==> config.mk <==
export PLATFORM = sky130hd
export DESIGN_NAME = seg_scan_driver
export DESIGN_NICKNAME = d
export VERILOG_FILES = /design/src/rtl/seg_pkg.sv /design/src/rtl/seg7_enc.sv /design/src/rtl/seg_scan_driver.sv
export SDC_FILE = /design/constraint.sdc
export NUM_CORES = 1
export LEC_CHECK = 0
export CAP_MARGIN = 10
export CORE_MARGIN = 8
export CORE_UTILIZATION = 45
export DETAILED_ROUTE_END_ITERATION = 6
export PLACE_DENSITY = 0.76
export SETUP_SLACK_MARGIN = 0.2
export SYNTH_ARGS = -nofsm -noshare
export SYNTH_HDL_FRONTEND = slang
export SYNTH_HIERARCHICAL = 1
export SYNTH_SLANG_ARGS = --single-unit
==> constraint.sdc <==
create_clock -name clk -period 3.3 [get_ports clk]
set_input_delay 0.66 -clock clk [delete_from_list [all_inputs] [get_ports clk]]
set_output_delay 0.66 -clock clk [all_outputs]
set_load 0.02 [all_outputs]
Fig. 1: routing congestion map
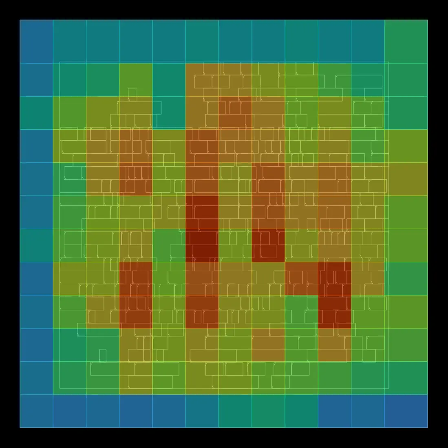
GR Util met1: 19.97%
met3 Usage GRT: 4.537%
WL per Instance: 16.72 um
global route hottest layer: met2

Fig. 2: drive-strength map
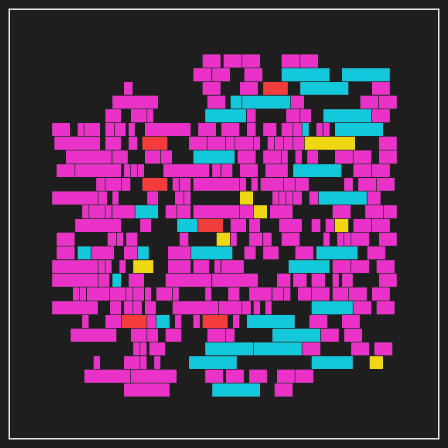
- cyan: x2 (cells 29; share 11%; most used dfstp_2)
- red: x6 and larger (cells 6; share 2.2%; most used clkbuf_8)
- yellow: x3 and x4 (cells 7; share 2.5%; most used buf_4)
- magenta: x1 and smaller (cells 233; share 85%; most used clkdlybuf4s50_1)
area grow syn2layout: 34.78%
Non-clk bufs: 64
design area: 0.002880 mm2
Final Worst Setup Slack: 0.6320 ns

Fig. 3: sequential cells grouped by signal name
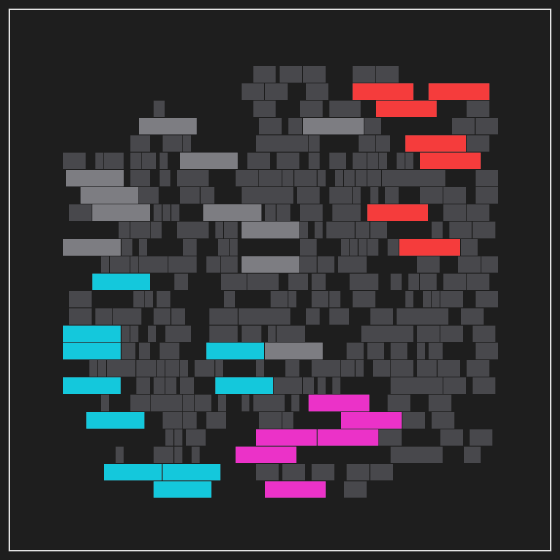
- cyan: `pcnt` (placed flops 10)
- red: `seg` (placed flops 7; where north-east)
- magenta: `com` (placed flops 6; where south)
Seq group: 0.434 mW
Reg area: 868.3 um2
Final Util: 61.80%
sequential cell area share: 30.15%

Fig. 4: placed cells, one color a class
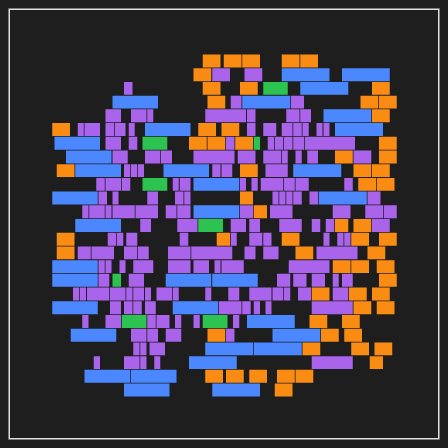
- orange: remaining buffers and delay cells (cells 64; share of their area 22%)
- blue: registers (cells 34; share of their area 31%)
- purple: remaining logic cells (cells 169; share of their area 44%)
- green: clock drivers and dummy loads (cells 8; share of their area 3.2%)
Core ar.: 0.004661 mm2
Core Rows: 25

==> GITHUB_STEP_SUMMARY <==
### Yosys + OpenROAD results

| Metric | Value |
|---|---|
| Leakage | 1.129 nW |
| RSZ-0062 raised after global routing | false |
| Final Skew | 0.002908 ns |
| Pint | 0.6811 mW |
| Cts hold-fix bufs | 0 |
| Final WL | 5501 um |
| ClkCell Share | 3.171% |
| Clock Path Buffers | 2 |
| Max-cap violations | 0 |
| Switching pwr | 0.2125 mW |
| DR pass1 iterations | 4 |
| Syn_area_per_cell | 10.18 um2 |
| Xor+xnor area frac | 4.918% |
| Number of clock sinks | 34 |
| DRT antenna net count | 0 |
| DR DRC count | 0 |
| Post-CTS Setup Inserts | 0 |
| Critical Path, Cell by Cell | clkdlybuf4s50_1 > inv_1 > a31oi_1 > o21a_1 > o2111ai_1 > buf_4 > nor4bb_1 > nor2_1 |
| Routed wl met3 | 257 um |
| Layout cell share with drive strength beyond 1 | 15.27% |
| Main power group | sequential cells |
| Combinational power share | 16.1% |
| Die W | 84.91 um |
| Worst skew pair latency | 0.28 ns |
| Final Non-Filler Cells | 329 |
| Number of synthesized flops with an enable pin | 0 |
| Synthesized instance count | 210 |
| VDD IR max | 0.2563 mV |
| Worst hold path type | register to register |
| Crit path capture type | register |
| First-pass GRT wire length | 9308 um |
| Most frequent cells in the layout | clkdlybuf4s50_1, nand2_1, dfrtp_1, nor2_1, dfstp_2 |
| Top comb family, area | simple AND/OR/NAND/NOR gates |
| Root buffer cell | clkbuf_8 |
| Sw Share | 23.78% |
| Antenna cells | 0 |
| Via count | 1,814 |
| Gate Area | 0.001184 mm2 |
| Slew @ Worst Pin | 1.203 ns |
| Cell area after synthesis | 0.002137 mm2 |
| Syn_nets | 268 |
| Ao+oa area frac | 12.35% |
| Adder share | 7.026% |
| Crit share post-route | 80.85% |
| Multiplexer share | 10.66% |
| Crit path kind | input port to register |
| Yosys cell count | 210 |
| Dominant logic cell type in the layout | clkdlybuf4s50_1 |
| Top area cell types | dfrtp_1, dfstp_2, mux4_2, ha_1, nand2_1 |
| Post-Route Setup TNS | 0 ns |
| Yosys top cell by area | dfrtp_1 |
| Number of CTS-inserted buffers | 5 |
| Reg2Reg Depth | 5 |
| Sequential share of the synthesized area | 40.63% |
| Slew HR | 18.97% |
| IO buf count | 59 |
| Synth Warn # | 6 |
| Post-DP HPWL | 4234 um |
| Clk pwr share | 35.4% |
| Final net count | 332 |
| Effective utilization at floorplan | 45.85% |
| Run status | complete, no violations |
| Final GP Congestion | 0.8850 |
| Top Layer Used | met4 |
| Final hold violation count | 0 |
| NonClk Buf Share | 21.81% |
| Initial antenna violation count | 0 |
| Comb power | 0.144 mW |
| Largest net degree at the start of global routing | 35 |
| CTS clk-pin slew, worst paths | 0.07 ns |
| # fillers | 398 |
| Hold depth | 1 |
| Top cell family by delay on the critical path | buffers and inverters |
| Buf+Inv Stages, Crit Path | 3 |
| Part of the power in registers | 48.5% |
| Async S/R FF share, synth | 100.0% |
| TritonCTS clock tree | yes |
| Most frequent cells after synthesis | dfrtp_1, nand2_1, nor2_1 |
| Smallest hold slack | 0.4773 ns |
| Max-area cell share | 23.42% |
| Boundary Pins | 60 |
| Crit-path max cell delay | 0.62 ns |
| Overflow after GRT | 0 |
| H-tree Lvls | 2 |
| Yosys Chip Area | 0.002137 mm2 |
| WP depth | 8 |
| Non-clk invs | 11 |
| Count of final setup violators | 0 |
| Final tally of max-slew violations | 0 |
| CP max FO | 11 |
| Comb area share | 41.09% |
| Layout clock buffer count | 7 |
| Tool warnings | 33 |
| Yosys reg bits | 34 |
| CP arrival | 2.88 ns |
| M1 WL | 2531 um |
| Metal2 WL | 2628 um |
| PwrDens | 310.3 mW/mm2 |
| Total track usage | 16.22% |
| Vias per std cell | 5.514 |
| Routing usage on met2 | 26.70% |
| CP Data Required Time | 3.51 ns |
| Worst reg2reg setup slack | 0.69 ns |
| Simple share | 20.43% |
| Die Height | 84.91 um |
| Comb gates | 158 |
| Well Taps | 54 |
| Max frequency | 0.3748 GHz |
| Instance area at placement | 0.002789 mm2 |
| Vias in the first global route | 1,861 |
| CP Launch Type | input port |
| Top FF cell, synth | dfrtp_1 |
| Post-CTS resize count | 0 |
| Area-dominant class | combinational gates |
| Fin crit period | 2.668 ns |
| Clock network power | 0.316 mW |
| Placed cell count | 321 |
| Max reg flops | 10 |
| Placement Setup Slack | 0.3413 ns |
| Flops | 34 |
| Design Power | 0.8936 mW |
| Chip Area | 0.007210 mm2 |
| Slowest stage cell, crit path | clkdlybuf4s50_1 |
| 1st-iter DRT viols | 61 |
| Unique cell types | 50 |
Power and IR drop assume default switching activity.
